**I/O nets highlighted**

The bar under the picture is 20 um long.
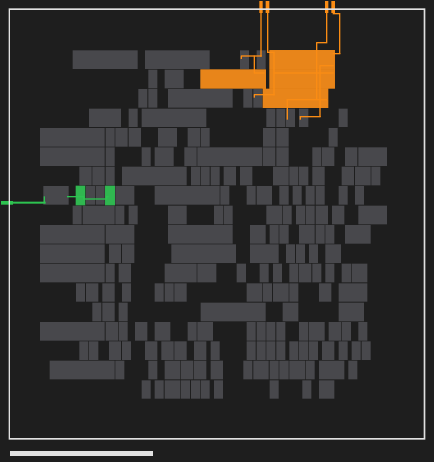
**Selected gate families**

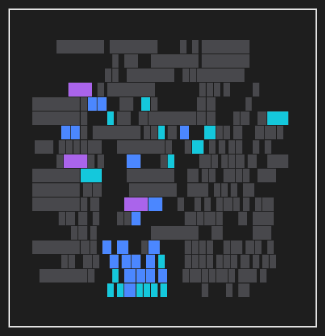
--- src/rtl/piso_pkg.sv ---
// Shared definitions for the arbitrated parallel-in/serial-out block.
// Optional feature macro: PISO_ARB_PARITY_EN (adds one even-parity bit per frame).
package piso_pkg;

    localparam int DEF_NREQ  = 4;
    localparam int DEF_WIDTH = 4;

    typedef enum logic [2:0] {
        ST_IDLE  = 3'd0,
        ST_LOAD  = 3'd1,
        ST_SHIFT = 3'd2,
`ifdef PISO_ARB_PARITY_EN
        ST_PAR   = 3'd3,
`endif
        ST_DONE  = 3'd4
    } state_t;

endpackage

--- src/rtl/piso_shift_core.sv ---
// Serializer datapath: parallel load, shift right with zero fill, bit 0 drives
// the serial output, and a bit counter that flags the last data bit.
// Optional feature macro: PISO_ARB_PARITY_EN (parity bit enters bit 0 after the
// last data shift, so the serial output stays a plain flop output).
module piso_shift_core #(
    parameter int WIDTH = 4
) (
    input  logic             clk,
    input  logic             clr,
    input  logic             load,
    input  logic             shift,
    input  logic [WIDTH-1:0] word,
    output logic             q_bit,
    output logic             last
);

    localparam int CW = $clog2(WIDTH + 1);

    logic [WIDTH-1:0] shreg_reg;
    logic [CW-1:0]    bitcnt_reg;
`ifdef PISO_ARB_PARITY_EN
    logic             par_reg;
`endif

    assign q_bit = shreg_reg[0];
    assign last  = (bitcnt_reg == CW'(WIDTH - 1));

    // Load a word or shift it out one bit per cycle; the register drains to zero.
    always_ff @(posedge clk or posedge clr) begin
        if (clr) begin
            shreg_reg  <= '0;
            bitcnt_reg <= '0;
`ifdef PISO_ARB_PARITY_EN
            par_reg    <= 1'b0;
`endif
        end else if (load) begin
            shreg_reg  <= word;
            bitcnt_reg <= '0;
`ifdef PISO_ARB_PARITY_EN
            par_reg    <= ^word;
`endif
        end else if (shift) begin
            bitcnt_reg <= bitcnt_reg + CW'(1);
`ifdef PISO_ARB_PARITY_EN
            if (last) begin
                shreg_reg <= WIDTH'(par_reg);
            end else begin
                shreg_reg <= {1'b0, shreg_reg[WIDTH-1:1]};
            end
`else
            shreg_reg <= {1'b0, shreg_reg[WIDTH-1:1]};
`endif
        end
    end

endmodule

--- src/rtl/piso_arb_ctrl.sv ---
// Round-robin arbiter in front of a shared serializer. One requester at a time
// gets a registered one-hot grant and its word is shifted out LSB first.
// Optional feature macro: PISO_ARB_PARITY_EN (appends an even-parity bit).
module piso_arb_ctrl
    import piso_pkg::*;
#(
    parameter int NREQ  = DEF_NREQ,
    parameter int WIDTH = DEF_WIDTH
) (
    input  logic                  clk,
    input  logic                  clr,
    input  logic [NREQ-1:0]       req,
    input  logic [NREQ*WIDTH-1:0] d,
    output logic [NREQ-1:0]       gnt,
    output logic                  q,
    output logic                  q_valid,
    output logic                  busy,
    output logic                  done
);

    localparam int IW = $clog2(NREQ);

    state_t            state_reg, state_next;
    logic [IW-1:0]     rr_reg, rr_next;
    logic [IW-1:0]     gidx_reg, gidx_next;
    logic [IW-1:0]     pick_idx;
    logic              pick_found;
    logic [NREQ-1:0]   gnt_reg, gnt_next;
    logic              q_valid_reg, q_valid_next;
    logic              busy_reg, busy_next;
    logic              done_reg, done_next;
    logic              core_load, core_shift, core_last, core_bit;
    logic [WIDTH-1:0]  words [NREQ];

    for (genvar gi = 0; gi < NREQ; gi++) begin : g_unpack
        assign words[gi] = d[gi*WIDTH +: WIDTH];
    end

    // First requester at or after the round-robin pointer, wrapping.
    always_comb begin
        pick_found = 1'b0;
        pick_idx   = rr_reg;
        for (int k = 0; k < NREQ; k++) begin
            if (!pick_found && req[(int'(rr_reg) + k) % NREQ]) begin
                pick_found = 1'b1;
                pick_idx   = IW'((int'(rr_reg) + k) % NREQ);
            end
        end
    end

    // State register.
    always_ff @(posedge clk or posedge clr) begin
        if (clr) begin
            state_reg <= ST_IDLE;
        end else begin
            state_reg <= state_next;
        end
    end

    // Next-state logic.
    always_comb begin
        state_next = state_reg;
        case (state_reg)
            ST_IDLE:  if (|req) state_next = ST_LOAD;
            ST_LOAD:  state_next = ST_SHIFT;
            ST_SHIFT: if (core_last) begin
`ifdef PISO_ARB_PARITY_EN
                state_next = ST_PAR;
`else
                state_next = ST_DONE;
`endif
            end
`ifdef PISO_ARB_PARITY_EN
            ST_PAR:   state_next = ST_DONE;
`endif
            ST_DONE:  state_next = ST_IDLE;
            default:  state_next = ST_IDLE;
        endcase
    end

    // Output and bookkeeping values for the next cycle; outputs are all registered.
    always_comb begin
        gnt_next  = gnt_reg;
        gidx_next = gidx_reg;
        rr_next   = rr_reg;
        case (state_reg)
            ST_IDLE: if (|req) begin
                gnt_next  = NREQ'(1) << pick_idx;
                gidx_next = pick_idx;
            end
            ST_DONE: begin
                gnt_next = '0;
                rr_next  = (gidx_reg == IW'(NREQ - 1)) ? '0 : gidx_reg + IW'(1);
            end
            default: ;
        endcase
        q_valid_next = (state_next == ST_SHIFT);
        core_shift   = (state_reg == ST_SHIFT);
`ifdef PISO_ARB_PARITY_EN
        if (state_next == ST_PAR) q_valid_next = 1'b1;
        if (state_reg == ST_PAR)  core_shift   = 1'b1;
`endif
        done_next = (state_next == ST_DONE);
        busy_next = (state_next != ST_IDLE);
        core_load = (state_reg == ST_LOAD);
    end

    // Registered outputs, grant index and round-robin pointer.
    always_ff @(posedge clk or posedge clr) begin
        if (clr) begin
            gnt_reg     <= '0;
            gidx_reg    <= '0;
            rr_reg      <= '0;
            q_valid_reg <= 1'b0;
            busy_reg    <= 1'b0;
            done_reg    <= 1'b0;
        end else begin
            gnt_reg     <= gnt_next;
            gidx_reg    <= gidx_next;
            rr_reg      <= rr_next;
            q_valid_reg <= q_valid_next;
            busy_reg    <= busy_next;
            done_reg    <= done_next;
        end
    end

    piso_shift_core #(
        .WIDTH (WIDTH)
    ) u_core (
        .clk   (clk),
        .clr   (clr),
        .load  (core_load),
        .shift (core_shift),
        .word  (words[gidx_reg]),
        .q_bit (core_bit),
        .last  (core_last)
    );

    assign gnt     = gnt_reg;
    assign q       = core_bit;
    assign q_valid = q_valid_reg;
    assign busy    = busy_reg;
    assign done    = done_reg;

endmodule

--- config.mk ---
export PLATFORM = sky130hd
export DESIGN_NAME = piso_arb_ctrl
export DESIGN_NICKNAME = d
export VERILOG_FILES = /design/src/rtl/piso_pkg.sv /design/src/rtl/piso_shift_core.sv /design/src/rtl/piso_arb_ctrl.sv
export SDC_FILE = /design/constraint.sdc
export NUM_CORES = 1
export LEC_CHECK = 0
export ABC_AREA = 1
export CAP_MARGIN = 20
export CORE_AREA = 4 4 54 56
export DETAILED_ROUTE_END_ITERATION = 7
export DIE_AREA = 0 0 58 60
export DONT_BUFFER_PORTS = 1
export PLACE_DENSITY = 0.73
export REMOVE_ABC_BUFFERS = 1
export SYNTH_ARGS = -nofsm -noshare
export SYNTH_HDL_FRONTEND = slang
export SYNTH_HIERARCHICAL = 1
export SYNTH_SLANG_ARGS = --single-unit
--- constraint.sdc ---
create_clock -name clk -period 2.06 [get_ports clk]
set_input_delay 0.309 -clock clk [delete_from_list [all_inputs] [get_ports clk]]
set_output_delay 0.309 -clock clk [all_outputs]
set_load 0.01 [all_outputs]
==> flow_summary.json <==
{
  "path_delay_family": "simple AND/OR/NAND/NOR gates",
  "ys_sh_xor_pct": 0,
  "fin_crit_sh_pct": 88.6,
  "rows": 18,
  "bufAreaShareNonClock_pct": 1.20,
  "cts.sinks": 21,
  "clock-root-buffer": "clkbuf_4",
  "finalPower_mw": 2.39,
  "top_layer_used": "met4",
  "route.detailed.drc": 0,
  "grt_pass1_vias": 1241,
  "powerSeq_mw": 0.768,
  "r2r_setup_slack_ns": 0.23,
  "syn-cell-area_mm2": 0.00140,
  "synth_flops": 21,
  "ff_type": "dfrtp_1",
  "use_met2_pct": 34.7,
  "core_mm2": 0.00243,
  "grt_busiest_layer": "met2",
  "mi_logic_area_um2": 761,
  "hpwl_mm": 2.31,
  "ys_cells": 202,
  "critPathBufInv": 1,
  "synthAoiAreaFrac_pct": 7.85,
  "syn_inst": 202,
  "post_cts_buffers": 0,
  "grtUsageMet3_pct": 3.46,
  "hold_start": "d[3]",
  "overflow": 0,
  "hold_buffers": 1,
  "p_per_area_mw_per_mm2": 1640,
  "yosys-top-cells-area": "dfrtp_1 37%, nand2_1 20%, nand3_1 8.2%",
  "first_pass_iters": 4,
  "power_leader": "combinational cells",
  "r2r_end": "gnt[1]$_DFFE_PP0P_",
  "fin_crit_ns": 1.83,
  "holdWs_ns": 0.322,
  "clock_area_share_pct": 1.89,
  "worstPathRequired_ns": 2.31,
  "pin_count": 30,
  "ys_sh_adder_pct": 2.68,
  "met1_usage_pct": 20.5,
  "wl_mm": 2.82,
  "power_frac_seq_pct": 32.2,
  "n_all_inverters": 23,
  "fin_util_pct": 59.9,
  "hold_viol_final": 0,
  "post_synth.cell_area_avg_um2": 6.94,
  "whs_endpoint": "u_core/shreg_reg[3]$_DFFE_PP0P_",
  "report.final.slew_viol_count": 0,
  "dieHeight_um": 60,
  "worstPathArrival_ns": 2.07,
  "dpl-instance-area_mm2": 0.00142,
  "design_area_mm2": 0.00146,
  "critPathMostFrequentCell": "nand2_1",
  "antenna_found_initial": 0,
  "htreeDepth": 1,
  "grt_max_degree": 15,
  "synth_cell_types": 24,
  "multi_input_comb_cells": 154,
  "most_common_cell": "nand2_1",
  "rsz0062_at_grt": "false",
  "ant_nets": 0,
  "cp-startpoint": "rr_reg[0]$_DFFE_PP0P_",
  "final_nets": 230,
  "place_congestion": 0.869,
  "path_class": "flip-flop to flip-flop",
  "dr_total_vias": 1273,
  "internal_power_mw": 1.14,
  "slew_headroom_pct": 66.4,
  "routedWlPerCell_um": 12.0,
  "viasPerCell": 5.44,
  "tap_cells": 30,
  "diodes": 0,
  "finClkSkew_ns": 0.00936,
  "comb_power_share_pct": 59.9,
  "cap_violations": 0,
  "r2r-start": "rr_reg[0]$_DFFE_PP0P_",
  "outcome": "completed",
  "simple_gate_share_pct": 43.7,
  "insertion_delay_ns": 0.30,
  "grt_pass1_wl_mm": 5.04,
  "warnings": 25,
  "nNonClkBuffers": 2,
  "reg2reg_depth": 13,
  "met3WireLength_um": 103,
  "cts_tree": "done",
  "hold_path_depth": 4,
  "largest_class": "multi-input combinational cells",
  "crit_slowest_cell": "dfrtp_1",
  "seq_cell_count": 21,
  "fmax_mhz": 548,
  "register_area_um2": 526,
  "sh_seq_area_pct": 36.1,
  "ys_top_cells_by_count": "74 x nand2_1, 23 x nand3_1, 21 x dfrtp_1",
  "worst_slack_ns": 0.235,
  "cts_buffers": 3,
  "route.met2.wl_mm": 1.56,
  "drtIter0Drc": 70,
  "nClkBuffers": 3,
  "syn_to_final_growth_pct": 3.93,
  "fp_util_pct": 57.7,
  "fillers": 234,
  "startpoint_type": "flip-flop",
  "irDropWorstVdd_mv": 0.874,
  "sw_frac_of_total_pct": 52.4,
  "die_w_um": 58,
  "dp_cells": 229,
  "pre_cts_ws_ns": 0.281,
  "finalSetupViolations": 0,
  "drive_above_1_share_pct": 15.2,
  "yosysWarnings": 6,
  "met1_length_mm": 1.10,
  "path_clk_slew_ns": 0.11,
  "cts_resized": 0,
  "slowest_delay_ns": 0.54,
  "setup_tns_ns": 0
}
## Picture notes: 'I/O nets highlighted'
Orange shows gnt, bits 4, direction output, edge top, end cells 4, buffers 0, wire 78.7 um. Green shows clr, bits 1, direction input, edge left, end cells 2, buffers 1, wire 11.6 um.

## Picture notes: 'selected gate families'
Cyan shows nor cells, cells 16, most used nor2_1. Blue shows aoi and oai cells, cells 20, most used o21ai_0. Purple shows fa/ha/maj cells, cells 3, most used ha_1.
final non-filler cell total: 234
Top cell excl fill/tap: nand2_1
Comb area share: 52.2%

